Fig. 1: where the registers sit
Bar = 50 um. Other sequential cells in the stronger grey, the rest of the logic in the fainter grey.
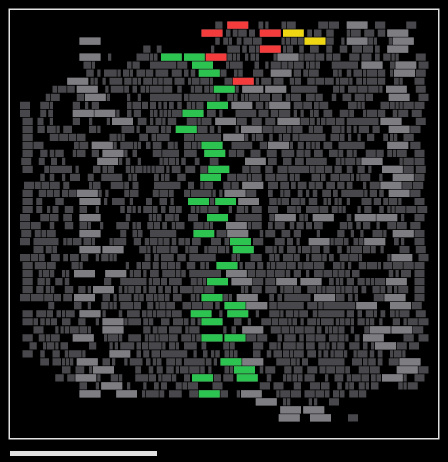
Fig. 2: routing congestion
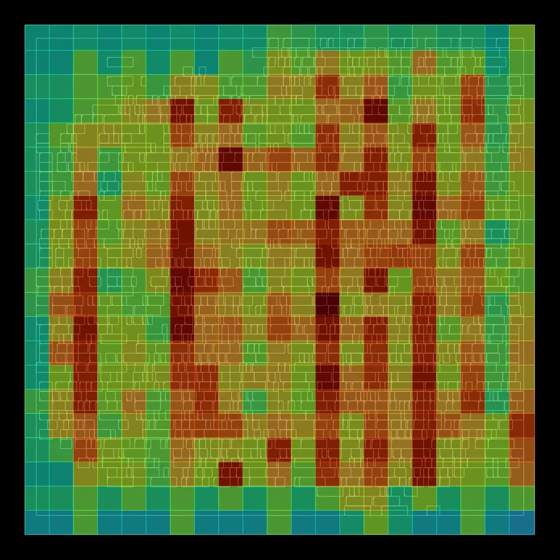
Fig. 3: placement density heat map
The die is cut into 15 by 15 equal tiles; black is low, pale yellow is high, 0 to 100% covered.
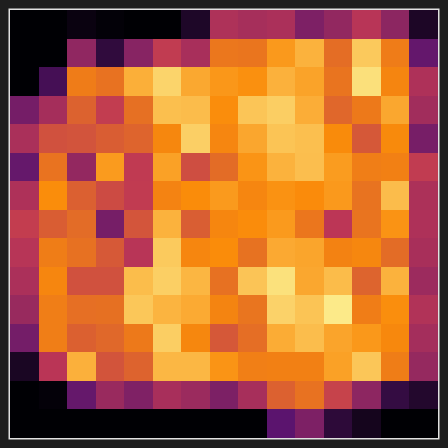
$ cat src/rtl/seq_div_if.sv
// Handshake and operand bundle between a requester and the sequential divider.
interface seq_div_if #(
  parameter int XLEN = 32
);
  logic            start_i;
  logic [1:0]      op_i;
  logic [XLEN-1:0] a_i;
  logic [XLEN-1:0] b_i;
  logic            kill_i;
  logic            ready_o;
  logic            busy_o;
  logic            done_o;
  logic [XLEN-1:0] result_o;

  modport master (
    output start_i, op_i, a_i, b_i, kill_i,
    input  ready_o, busy_o, done_o, result_o
  );

  modport slave (
    input  start_i, op_i, a_i, b_i, kill_i,
    output ready_o, busy_o, done_o, result_o
  );
endinterface

$ cat src/rtl/seq_div_unit.sv
// Sequential restoring divider for RISC-V DIV/DIVU/REM/REMU.
// Retires STEP quotient bits per cycle; special cases (divide by zero,
// signed overflow) complete one cycle after accept.
//
// state  | meaning
// IDLE   | waiting for start, ready_o high
// RUN    | shift-subtract iterations, counter counts down to zero
// FIX    | select quotient/remainder and apply result sign
// DONE   | one-cycle done_o pulse, then back to IDLE
module seq_div_unit #(
  parameter int XLEN = 32,
  parameter int STEP = 1
) (
  input logic     clk_i,
  input logic     reset_i,
  seq_div_if.slave dif
);

  localparam int ITER = XLEN / STEP;
  localparam int CW   = $clog2(ITER + 1);
  localparam int WW   = XLEN + STEP;

  typedef enum logic [1:0] {
    S_IDLE = 2'd0,
    S_RUN  = 2'd1,
    S_FIX  = 2'd2,
    S_DONE = 2'd3
  } state_t;

  state_t          state_q, state_d;
  logic [CW-1:0]   cnt_q, cnt_d;
  logic [WW-1:0]   rem_q, rem_d;
  logic [WW-1:0]   dvs_q, dvs_d;
  logic [XLEN-1:0] quo_q, quo_d;
  logic [XLEN-1:0] result_q, result_d;
  logic [1:0]      op_q, op_d;
  logic            neg_q, neg_d;
  logic            done_q, done_d;
  logic            ready_q;
  logic            busy_q;

  logic            is_signed;
  logic            a_neg;
  logic            b_neg;
  logic            b_zero;
  logic            ovf;
  logic            res_neg;
  logic [XLEN-1:0] a_mag;
  logic [XLEN-1:0] b_mag;

  logic [WW-1:0]   step_rem;
  logic [WW-1:0]   trial;
  logic [XLEN-1:0] step_quo;
  logic [XLEN-1:0] fix_val;

  // Decode the operands presented at the accept edge: magnitudes, result sign, special cases.
  // Negating 100..0 yields 100..0, which is then simply used as an unsigned magnitude.
  always_comb begin
    is_signed = ~dif.op_i[0];
    a_neg     = is_signed & dif.a_i[XLEN-1];
    b_neg     = is_signed & dif.b_i[XLEN-1];
    a_mag     = a_neg ? -dif.a_i : dif.a_i;
    b_mag     = b_neg ? -dif.b_i : dif.b_i;
    b_zero    = (dif.b_i == '0);
    ovf       = is_signed & (dif.a_i == {1'b1, {(XLEN-1){1'b0}}}) & (&dif.b_i);
    res_neg   = dif.op_i[1] ? a_neg : (a_neg ^ b_neg);
  end

  // STEP restoring shift-subtract steps, MSB of the dividend first.
  always_comb begin
    step_rem = rem_q;
    step_quo = quo_q;
    trial    = '0;
    for (int i = 0; i < STEP; i++) begin
      trial    = {step_rem[WW-2:0], step_quo[XLEN-1]};
      step_quo = {step_quo[XLEN-2:0], 1'b0};
      if (trial >= dvs_q) begin
        step_rem    = trial - dvs_q;
        step_quo[0] = 1'b1;
      end else begin
        step_rem = trial;
      end
    end
  end

  // Remainder bits above XLEN stay zero since the remainder is always below the divisor.
  always_comb begin
    fix_val = op_q[1] ? rem_q[XLEN-1:0] : quo_q;
  end

  // Next-state and next-datapath logic; kill overrides everything except reset.
  always_comb begin
    state_d  = state_q;
    cnt_d    = cnt_q;
    rem_d    = rem_q;
    dvs_d    = dvs_q;
    quo_d    = quo_q;
    op_d     = op_q;
    neg_d    = neg_q;
    result_d = result_q;
    done_d   = 1'b0;

    case (state_q)
      S_IDLE: begin
        if (dif.start_i && !dif.kill_i) begin
          op_d  = dif.op_i;
          neg_d = res_neg;
          if (b_zero) begin
            state_d  = S_DONE;
            done_d   = 1'b1;
            result_d = dif.op_i[1] ? dif.a_i : '1;
          end else if (ovf) begin
            state_d  = S_DONE;
            done_d   = 1'b1;
            result_d = dif.op_i[1] ? '0 : dif.a_i;
          end else begin
            state_d = S_RUN;
            cnt_d   = CW'(ITER);
            rem_d   = '0;
            quo_d   = a_mag;
            dvs_d   = {{STEP{1'b0}}, b_mag};
          end
        end
      end
      S_RUN: begin
        rem_d = step_rem;
        quo_d = step_quo;
        cnt_d = cnt_q - CW'(1);
        if (cnt_q == CW'(1)) begin
          state_d = S_FIX;
        end
      end
      S_FIX: begin
        state_d  = S_DONE;
        done_d   = 1'b1;
        result_d = neg_q ? -fix_val : fix_val;
      end
      S_DONE: begin
        state_d = S_IDLE;
      end
      default: begin
        state_d = S_IDLE;
      end
    endcase

    if (dif.kill_i) begin
      state_d  = S_IDLE;
      done_d   = 1'b0;
      result_d = result_q;
    end
  end

  // State and datapath registers; status outputs are registered from the next state.
  always_ff @(posedge clk_i) begin
    if (reset_i) begin
      state_q  <= S_IDLE;
      cnt_q    <= '0;
      rem_q    <= '0;
      dvs_q    <= '0;
      quo_q    <= '0;
      op_q     <= '0;
      neg_q    <= 1'b0;
      result_q <= '0;
      done_q   <= 1'b0;
      ready_q  <= 1'b1;
      busy_q   <= 1'b0;
    end else begin
      state_q  <= state_d;
      cnt_q    <= cnt_d;
      rem_q    <= rem_d;
      dvs_q    <= dvs_d;
      quo_q    <= quo_d;
      op_q     <= op_d;
      neg_q    <= neg_d;
      result_q <= result_d;
      done_q   <= done_d;
      ready_q  <= (state_d == S_IDLE);
      busy_q   <= (state_d != S_IDLE);
    end
  end

  assign dif.ready_o  = ready_q;
  assign dif.busy_o   = busy_q;
  assign dif.done_o   = done_q;
  assign dif.result_o = result_q;

endmodule

$ cat src/flat_wrapper.sv
// flat-port wrapper written by rule: the top's interface ports become plain ports
module seq_div_unit_flat 
#(
  parameter int XLEN = 32,
  parameter int STEP = 1
)
  (clk_i, reset_i, dif_start_i, dif_op_i, dif_a_i, dif_b_i, dif_kill_i, dif_ready_o, dif_busy_o, dif_done_o, dif_result_o);
  seq_div_if #(.XLEN(XLEN)) dif_i ();
  input logic clk_i;
  input logic reset_i;
  input wire logic [$bits(dif_i.start_i)-1:0] dif_start_i;
  input wire logic [$bits(dif_i.op_i)-1:0] dif_op_i;
  input wire logic [$bits(dif_i.a_i)-1:0] dif_a_i;
  input wire logic [$bits(dif_i.b_i)-1:0] dif_b_i;
  input wire logic [$bits(dif_i.kill_i)-1:0] dif_kill_i;
  output wire logic [$bits(dif_i.ready_o)-1:0] dif_ready_o;
  output wire logic [$bits(dif_i.busy_o)-1:0] dif_busy_o;
  output wire logic [$bits(dif_i.done_o)-1:0] dif_done_o;
  output wire logic [$bits(dif_i.result_o)-1:0] dif_result_o;
  assign dif_i.start_i = dif_start_i;
  assign dif_i.op_i = dif_op_i;
  assign dif_i.a_i = dif_a_i;
  assign dif_i.b_i = dif_b_i;
  assign dif_i.kill_i = dif_kill_i;
  assign dif_ready_o = dif_i.ready_o;
  assign dif_busy_o = dif_i.busy_o;
  assign dif_done_o = dif_i.done_o;
  assign dif_result_o = dif_i.result_o;
  seq_div_unit #(.XLEN(XLEN), .STEP(STEP)) u_core (.clk_i(clk_i), .reset_i(reset_i), .dif(dif_i));
endmodule
$ cat config.mk
export PLATFORM = sky130hd
export DESIGN_NAME = seq_div_unit_flat
export DESIGN_NICKNAME = d
export VERILOG_FILES = /design/src/rtl/seq_div_if.sv /design/src/rtl/seq_div_unit.sv /design/src/flat_wrapper.sv
export SDC_FILE = /design/constraint.sdc
export NUM_CORES = 1
export LEC_CHECK = 0
export CAP_MARGIN = 20
export CORE_MARGIN = 3
export CORE_UTILIZATION = 53
export CTS_CLUSTER_SIZE = 25
export DETAILED_ROUTE_END_ITERATION = 12
export PLACE_DENSITY = 0.79
export SLEW_MARGIN = 20
export SYNTH_ARGS = -nofsm -noshare
export SYNTH_HDL_FRONTEND = slang
export SYNTH_SLANG_ARGS = --single-unit
$ cat constraint.sdc
create_clock -name clk_i -period 3.5 [get_ports clk_i]
set_clock_uncertainty 0.05 [all_clocks]
set_input_delay 0.35 -clock clk_i [delete_from_list [all_inputs] [get_ports clk_i]]
set_output_delay 0.35 -clock clk_i [all_outputs]
set_load 0.03 [all_outputs]
==> results.sh <==
# yosys + openroad results
export IMPL_vias=10140
export IMPL_status="complete, no violations"
export IMPL_final_setup_viol_count=0
export IMPL_yosys_stat_area_um2=10270
export IMPL_power_density_nw_per_um2=390.1
export IMPL_end_kind="register"
export IMPL_hold_worst_slack_ns=0.4079
export IMPL_ir_drop_mv=0.3218
export IMPL_reg2reg_to="u_core.rem_q[28]"
export IMPL_dr_wl_met3_um=2412
export IMPL_edf_count=0
export IMPL_placed_area_um2=11750
export IMPL_async_reset_ff_share_pct=0
export IMPL_warnings=30
export IMPL_fp_util_pct=54.36
export IMPL_synth_flop_count=141
export IMPL_ys_sh_simple_pct=21.38
export IMPL_combGateArea_um2=6842
export IMPL_synth_warnings=0
export IMPL_worstPathMaxFanout=3
export IMPL_critical_path_class="register to register"
export IMPL_p_leak_uw=0.004780
export IMPL_worst_path_buf_inv=1
export IMPL_hold_violations=0
export IMPL_fin_area_um2=12390
export IMPL_ff2ff_path_depth=12
export IMPL_relSlewSlack_pct=28.92
export IMPL_holdPathStages=2
Notes on Fig. 1 above:
Key: yellow = u_core.state_q [placed flops 2]; red = u_core.cnt_q [placed flops 6, where top middle]; green = u_core.rem_q [placed flops 32, where a vertical strip down the middle]
Another 101 sequential cells are not coloured.
Final Util: 65.58%
flop share of the area: 22.79%
Sequential cell area: 2824 um^2
Flop+latch power: 1720 uW

Notes on Fig. 2 above:
met3 Resource Use GR: 4.685%
GR Layer Usage met2: 41.60%
post-DR wirelength/cell: 17.11 um

Notes on Fig. 3 above:
9.3% of the tiles are nearly empty. The fullest tile reaches 96%. The densest ninth of the die: middle. The mean over all tiles is 57%. The emptiest ninth of the die: top left. 30% of the tiles are over 75% full.

## worst register-to-register path, cell delays in order (launching register included)
cell and delay, ns:
dfxtp_1 0.39, inv_1 0.08, ha_1 0.22, fa_1 0.41, nand2b_1 0.18, a21oi_1 0.22
o211ai_1 0.21, a21o_1 0.29, a211oi_1 0.32, o21ai_0 0.17, nand3_1 0.10, or4b_2 0.61
nand2_1 0.10
## cells by family after synthesis
logic type,count (synthesis)
simple gates,454
buf+inv,155
fa+ha+maj,63
compound gates,350
flops,141
xor+xnor,118
mux,59
## per-layer routing
layer  global-route usage (%)  vias up
met5                        0        -
met4                    11.35        0
met3                    4.685       75
met2                    41.60      516
met1                    35.20     4556
li1                         -     4995
No activity file was given, so power comes from the tool's default toggle rates.
